==> src/rtl/cam_i2c_responder.sv <==
// I2C slave exposing a 16-bit register pointer over a small byte store; accepted write
// bytes are also streamed out as strobes, and reads are served from the store.
module cam_i2c_responder #(
    parameter logic [6:0] SLAVE_ADDR = 7'h10,
    parameter int         MEM_AW     = 6
) (
    input  logic        clk400,
    input  logic        reset,
    input  logic        scl,
    input  logic        sda_in,
    output logic        sda_oe,
    output logic        wr_valid,
    output logic [15:0] wr_reg,
    output logic [7:0]  wr_data,
    output logic        busy
);
    localparam int DEPTH = 1 << MEM_AW;

    typedef enum logic [3:0] {
        IDLE      = 4'd0,
        ADDR      = 4'd1,
        ADDR_ACK  = 4'd2,
        REGH      = 4'd3,
        REGH_ACK  = 4'd4,
        REGL      = 4'd5,
        REGL_ACK  = 4'd6,
        WDATA     = 4'd7,
        WDATA_ACK = 4'd8,
        RDATA     = 4'd9,
        RDATA_ACK = 4'd10,
        IGNORE    = 4'd11
    } state_t;

    logic        scl_meta_r, scl_sync_r, scl_prev_r;
    logic        sda_meta_r, sda_sync_r, sda_prev_r;
    state_t      state_r, state_nxt_s;
    logic [3:0]  bit_cnt_r, bit_cnt_nxt_s;
    logic [6:0]  shift_r, shift_nxt_s;
    logic        ack_phase_r, ack_phase_nxt_s;
    logic        rw_r, rw_nxt_s;
    logic [7:0]  reg_hi_r, reg_hi_nxt_s;
    logic [15:0] ptr_r, ptr_nxt_s;
    logic        sda_oe_r, sda_oe_nxt_s;
    logic        busy_r, busy_nxt_s;
    logic        wr_valid_r, wr_valid_nxt_s;
    logic [15:0] wr_reg_r, wr_reg_nxt_s;
    logic [7:0]  wr_data_r, wr_data_nxt_s;
    logic        store_we_s;
    logic        scl_rise_s, scl_fall_s, start_s, stop_s;
    logic [7:0]  byte_s, rd_byte_s;

    // Store powers up cleared and is deliberately left out of reset.
    logic [7:0]  store_r [DEPTH] = '{default: 8'h00};

    assign scl_rise_s = scl_sync_r & ~scl_prev_r;
    assign scl_fall_s = ~scl_sync_r & scl_prev_r;
    assign start_s    = scl_sync_r & scl_prev_r & sda_prev_r & ~sda_sync_r;
    assign stop_s     = scl_sync_r & scl_prev_r & ~sda_prev_r & sda_sync_r;
    assign byte_s     = {shift_r, sda_sync_r};
    assign rd_byte_s  = store_r[ptr_r[MEM_AW-1:0]];

    // Two-flop synchronizers plus one history stage for edge detection.
    always_ff @(posedge clk400) begin
        if (reset) begin
            scl_meta_r <= 1'b1;
            scl_sync_r <= 1'b1;
            scl_prev_r <= 1'b1;
            sda_meta_r <= 1'b1;
            sda_sync_r <= 1'b1;
            sda_prev_r <= 1'b1;
        end else begin
            scl_meta_r <= scl;
            scl_sync_r <= scl_meta_r;
            scl_prev_r <= scl_sync_r;
            sda_meta_r <= sda_in;
            sda_sync_r <= sda_meta_r;
            sda_prev_r <= sda_sync_r;
        end
    end

    // Protocol state and output registers.
    always_ff @(posedge clk400) begin
        if (reset) begin
            state_r     <= IDLE;
            bit_cnt_r   <= 4'd0;
            shift_r     <= 7'd0;
            ack_phase_r <= 1'b0;
            rw_r        <= 1'b0;
            reg_hi_r    <= 8'd0;
            ptr_r       <= 16'd0;
            sda_oe_r    <= 1'b0;
            busy_r      <= 1'b0;
            wr_valid_r  <= 1'b0;
            wr_reg_r    <= 16'd0;
            wr_data_r   <= 8'd0;
        end else begin
            state_r     <= state_nxt_s;
            bit_cnt_r   <= bit_cnt_nxt_s;
            shift_r     <= shift_nxt_s;
            ack_phase_r <= ack_phase_nxt_s;
            rw_r        <= rw_nxt_s;
            reg_hi_r    <= reg_hi_nxt_s;
            ptr_r       <= ptr_nxt_s;
            sda_oe_r    <= sda_oe_nxt_s;
            busy_r      <= busy_nxt_s;
            wr_valid_r  <= wr_valid_nxt_s;
            wr_reg_r    <= wr_reg_nxt_s;
            wr_data_r   <= wr_data_nxt_s;
        end
    end

    // Byte store write port, fed by completed WDATA bytes.
    always_ff @(posedge clk400) begin
        if (store_we_s && !reset) begin
            store_r[ptr_r[MEM_AW-1:0]] <= byte_s;
        end else begin
            store_r[ptr_r[MEM_AW-1:0]] <= store_r[ptr_r[MEM_AW-1:0]];
        end
    end

    // Next-state logic; bus conditions override any bit sampled in the same cycle.
    always_comb begin
        state_nxt_s     = state_r;
        bit_cnt_nxt_s   = bit_cnt_r;
        shift_nxt_s     = shift_r;
        ack_phase_nxt_s = ack_phase_r;
        rw_nxt_s        = rw_r;
        reg_hi_nxt_s    = reg_hi_r;
        ptr_nxt_s       = ptr_r;
        sda_oe_nxt_s    = sda_oe_r;
        busy_nxt_s      = busy_r;
        wr_valid_nxt_s  = 1'b0;
        wr_reg_nxt_s    = wr_reg_r;
        wr_data_nxt_s   = wr_data_r;
        store_we_s      = 1'b0;
        if (stop_s) begin
            state_nxt_s     = IDLE;
            bit_cnt_nxt_s   = 4'd0;
            ack_phase_nxt_s = 1'b0;
            sda_oe_nxt_s    = 1'b0;
            busy_nxt_s      = 1'b0;
        end else if (start_s) begin
            state_nxt_s     = ADDR;
            bit_cnt_nxt_s   = 4'd0;
            ack_phase_nxt_s = 1'b0;
            sda_oe_nxt_s    = 1'b0;
        end else begin
            case (state_r)
                ADDR, REGH, REGL, WDATA: begin
                    if (scl_rise_s) begin
                        shift_nxt_s = byte_s[6:0];
                        if (bit_cnt_r == 4'd7) begin
                            bit_cnt_nxt_s   = 4'd0;
                            ack_phase_nxt_s = 1'b0;
                            case (state_r)
                                ADDR: begin
                                    if (byte_s[7:1] == SLAVE_ADDR) begin
                                        state_nxt_s = ADDR_ACK;
                                        rw_nxt_s    = byte_s[0];
                                        busy_nxt_s  = 1'b1;
                                    end else begin
                                        state_nxt_s = IGNORE;
                                        busy_nxt_s  = 1'b0;
                                    end
                                end
                                REGH: begin
                                    reg_hi_nxt_s = byte_s;
                                    state_nxt_s  = REGH_ACK;
                                end
                                REGL: begin
                                    ptr_nxt_s   = {reg_hi_r, byte_s};
                                    state_nxt_s = REGL_ACK;
                                end
                                WDATA: begin
                                    store_we_s     = 1'b1;
                                    wr_valid_nxt_s = 1'b1;
                                    wr_reg_nxt_s   = ptr_r;
                                    wr_data_nxt_s  = byte_s;
                                    ptr_nxt_s      = ptr_r + 16'd1;
                                    state_nxt_s    = WDATA_ACK;
                                end
                                default: state_nxt_s = IDLE;
                            endcase
                        end else begin
                            bit_cnt_nxt_s = bit_cnt_r + 4'd1;
                        end
                    end else begin
                        shift_nxt_s = shift_r;
                    end
                end
                // First falling edge drives the ACK, the second releases it.
                ADDR_ACK, REGH_ACK, REGL_ACK, WDATA_ACK: begin
                    if (scl_fall_s) begin
                        if (!ack_phase_r) begin
                            sda_oe_nxt_s    = 1'b1;
                            ack_phase_nxt_s = 1'b1;
                        end else begin
                            sda_oe_nxt_s    = 1'b0;
                            ack_phase_nxt_s = 1'b0;
                            bit_cnt_nxt_s   = 4'd0;
                            case (state_r)
                                ADDR_ACK: begin
                                    if (rw_r) begin
                                        state_nxt_s  = RDATA;
                                        sda_oe_nxt_s = ~rd_byte_s[7];
                                    end else begin
                                        state_nxt_s = REGH;
                                    end
                                end
                                REGH_ACK:            state_nxt_s = REGL;
                                REGL_ACK, WDATA_ACK: state_nxt_s = WDATA;
                                default:             state_nxt_s = IDLE;
                            endcase
                        end
                    end else begin
                        sda_oe_nxt_s = sda_oe_r;
                    end
                end
                // bit_cnt counts bits already clocked out; 8 means hand the line back.
                RDATA: begin
                    if (scl_rise_s) begin
                        bit_cnt_nxt_s = bit_cnt_r + 4'd1;
                    end else if (scl_fall_s) begin
                        if (bit_cnt_r == 4'd8) begin
                            sda_oe_nxt_s  = 1'b0;
                            bit_cnt_nxt_s = 4'd0;
                            state_nxt_s   = RDATA_ACK;
                        end else begin
                            sda_oe_nxt_s = ~rd_byte_s[3'd7 - bit_cnt_r[2:0]];
                        end
                    end else begin
                        sda_oe_nxt_s = sda_oe_r;
                    end
                end
                RDATA_ACK: begin
                    sda_oe_nxt_s = 1'b0;
                    if (scl_rise_s) begin
                        ptr_nxt_s     = ptr_r + 16'd1;
                        bit_cnt_nxt_s = 4'd0;
                        if (sda_sync_r) begin
                            state_nxt_s = IGNORE;
                            busy_nxt_s  = 1'b0;
                        end else begin
                            state_nxt_s = RDATA;
                        end
                    end else begin
                        state_nxt_s = RDATA_ACK;
                    end
                end
                IGNORE: begin
                    sda_oe_nxt_s = 1'b0;
                    busy_nxt_s   = 1'b0;
                end
                IDLE: begin
                    sda_oe_nxt_s = 1'b0;
                end
                default: begin
                    state_nxt_s  = IDLE;
                    sda_oe_nxt_s = 1'b0;
                end
            endcase
        end
    end

    assign sda_oe   = sda_oe_r;
    assign wr_valid = wr_valid_r;
    assign wr_reg   = wr_reg_r;
    assign wr_data  = wr_data_r;
    assign busy     = busy_r;

endmodule

==> config.mk <==
export PLATFORM = sky130hd
export DESIGN_NAME = cam_i2c_responder
export DESIGN_NICKNAME = d
export VERILOG_FILES = /design/src/rtl/cam_i2c_responder.sv
export SDC_FILE = /design/constraint.sdc
export NUM_CORES = 1
export LEC_CHECK = 0
export ABC_AREA = 1
export CAP_MARGIN = 20
export CORE_MARGIN = 3
export CORE_UTILIZATION = 40
export CTS_BUF_LIST = sky130_fd_sc_hd__clkbuf_8
export DETAILED_ROUTE_END_ITERATION = 16
export PLACE_DENSITY = 0.6
export SLEW_MARGIN = 20
export SYNTH_ARGS = -nofsm -noshare
export SYNTH_HDL_FRONTEND = slang
export SYNTH_SLANG_ARGS = --single-unit
==> constraint.sdc <==
create_clock -name clk400 -period 6.8 [get_ports clk400]
set_input_delay 1.36 -clock clk400 [delete_from_list [all_inputs] [get_ports clk400]]
set_output_delay 1.36 -clock clk400 [all_outputs]
set_load 0.01 [all_outputs]
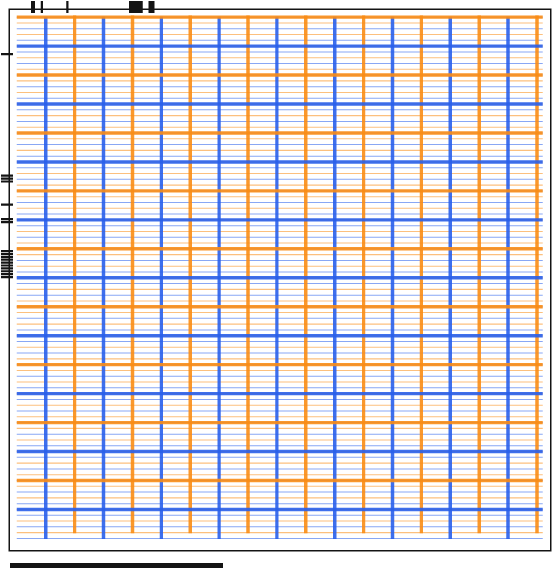
Fig. 1. Supply network.
Bar = 100 um. Pins as bars on the die edge.
- orange: VDD
- blue: VSS
- met1 rails: 91
- rows: 90
- signal pins: 31
- met4 straps: 18
- met5 straps: 18

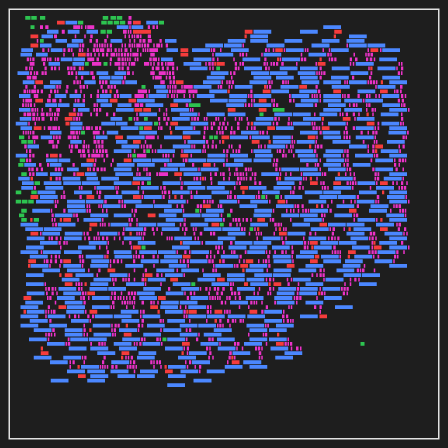
Fig. 2. Cells coloured by class.
- red: clock drivers and dummy loads (cells 175)
- magenta: combinational and other logic (cells 1,555)
- green: remaining buffers and delay cells (cells 59)
- blue: sequential cells (cells 592)

==> reports/summary.txt <==
first-pass GRT wire length - 96,390 um
Clock-cell share - 6.506%
Final nets - 2,313
initial antenna violation count - 0
CTS root buffer - clkbuf_8
Max clock buf depth - 3
via count - 16,940
MI comb area - 0.006755 mm^2
EDFF count, synth - 512
CLK BUF - 107
n_diodes - 0
Largest cells by area - edfxtp_1 (63%), nand2_1 (11%), nand3_1 (9.9%)
CP endpoint kind - register
Critical Path Fanout Max - 102
Slew Viols, Final - 0
largest net degree at the start of global routing - 168
tool warning count - 33
status - complete, no violations
Setup crit start kind - register
chip area line of the yosys report - 0.02452 mm^2
RSZ-0062 raised after global routing - false
count of non-CTS buffers in the layout - 59
# rows - 90
vias in the first global route - 16,550
fillcell total - 5,551
max cap viols - 0
final hold vios - 0
CTS tree - yes
Final Power - 10.15 mW
Pleak - 9.708 nW
number of synthesized register bits - 592
Comb area share - 24.72%
DRT antenna net count - 0
post-synth cell types - 41
Worst R2R Path Depth - 14
critical path type - register to register
Final Worst Setup Slack - 2.944 ns
sequential cell area share - 62.15%
CTS H-tree depth - 3
setup bufs post-CTS - 0
Core Region - 0.06047 mm^2
Rel. slew slack - 33.29%
worst vdd ir - 0.2282 mV
Synth Flop Type - edfxtp_1
post-cts sizing count - 0
Crit Reg-Reg Endpoint - store_r[2][7]
Worst-Margin Slew - 0.9969 ns
Leading cell kind - registers
area delta synth->final - 11.44%
# Taps - 782
Die X - 253.6 um
die area - 0.06431 mm^2
Max Fclk - 259.3 MHz
wirelength, routed - 62,440 um
DR iter-0 viols - 1,541
FF/Latch Area - 0.01699 mm^2
final period utilization - 56.71%
Reg clk slew, reported paths - 0.06 ns
worst path arrival time - 4.22 ns
Hold Crit Class - register to register
Hold EP - sda_sync_r
layout cells sized above 1 - 8.904%
clk_lat worst skew - 0.68 ns
Remaining Overflow, GRT - 0
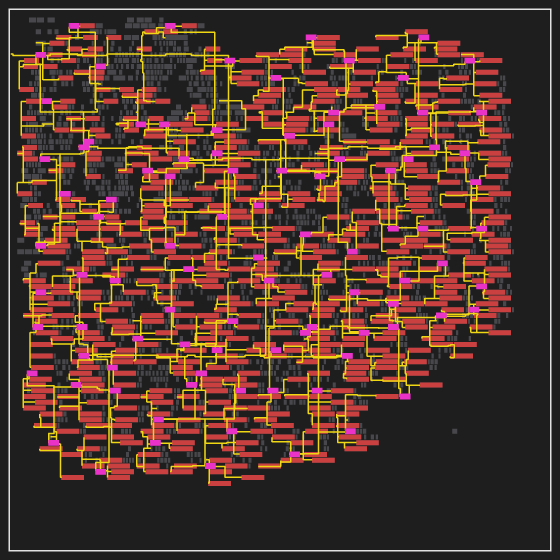
Fig. 3. Routed clock nets over the placement.
- yellow: clock wires (length 7,360 um)
- magenta: clock drivers (count 95)
- red: flip-flops (count 592)
- routed clock nets: 96

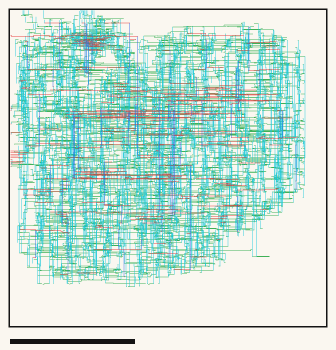
Fig. 4. Wiring by layer.
Bar = 100 um.
- green: metal 1 (wire length 26.6 mm)
- cyan: metal 2 (wire length 29.8 mm)
- blue: metal 4 (wire length 1,720 um)
- red: metal 3 (wire length 4,370 um)

## cell families after synthesis
logic type | share of synthesized area, %
buffers and inverters | 3.592
DFF | 69.23
xor gates and xnor gates | 0.2857
adders and majority gates | 0.3061
AOI/OAI and AO/OA | 3.296
and+or+nand+nor | 23.29
## through the flow
step / instance area [um^2] / instances / hold slack (ns)
after global placement: 25550 / 2988 / 0.3969
after global routing: 27330 / 3163 / 0.4277
after floorplan: 24520 / 2277 / 0.3895
after CTS: 27330 / 3163 / 0.4085
final: 27330 / 3163 / 0.4071
after detailed placement: 25550 / 2988 / 0.3936
## power breakdown
part,internal [mW],switching [mW]
Sequential,4.96,0.0531
Clock,1.47,1.38
Combinational,0.442,1.84
Total,6.88,3.27
## layout by cell type, fill, tap and decap left out, types with 6 or more instances in the layout
cell type          n
nand2_1          708
edfxtp_1         512
nand3_1          485
clkbuf_8         107
nor2_1            86
inv_1             81
dfxtp_1           77
o21ai_0           64
a21oi_1           43
clkdlybuf4s50_1   30
clkinv_1          27
buf_4             27
inv_2             20
clkinv_2           9
nor2_2             8
nor3_1             8
o21ai_4            8
a211oi_1           8
xor2_1             6
o21ai_1            6
ha_1               6
## per-layer routing
metal	GRT usage [%]	part of all wire [%]	vias to the layer above
met3	4.431	7.0	132
met1	25.75	43	8257
met4	6.113	2.8	0
met5	0	0	-
met2	32.37	48	551
li1	-	-	8004
## critical path, cell delays in order (launching register included)
cell and delay, ns:
dfxtp_4 0.43, inv_6 0.58, buf_4 0.50, buf_4 0.28, nand2_1 0.08, nand3_1 0.07, nand3_1 0.08, nand2_1 0.10
nand2_1 0.06, nand3_1 0.09, nand3_1 0.15, nand2_1 0.27, nand2_1 0.14, o21ai_4 0.09, buf_4 0.53
Power and IR drop assume default switching activity.
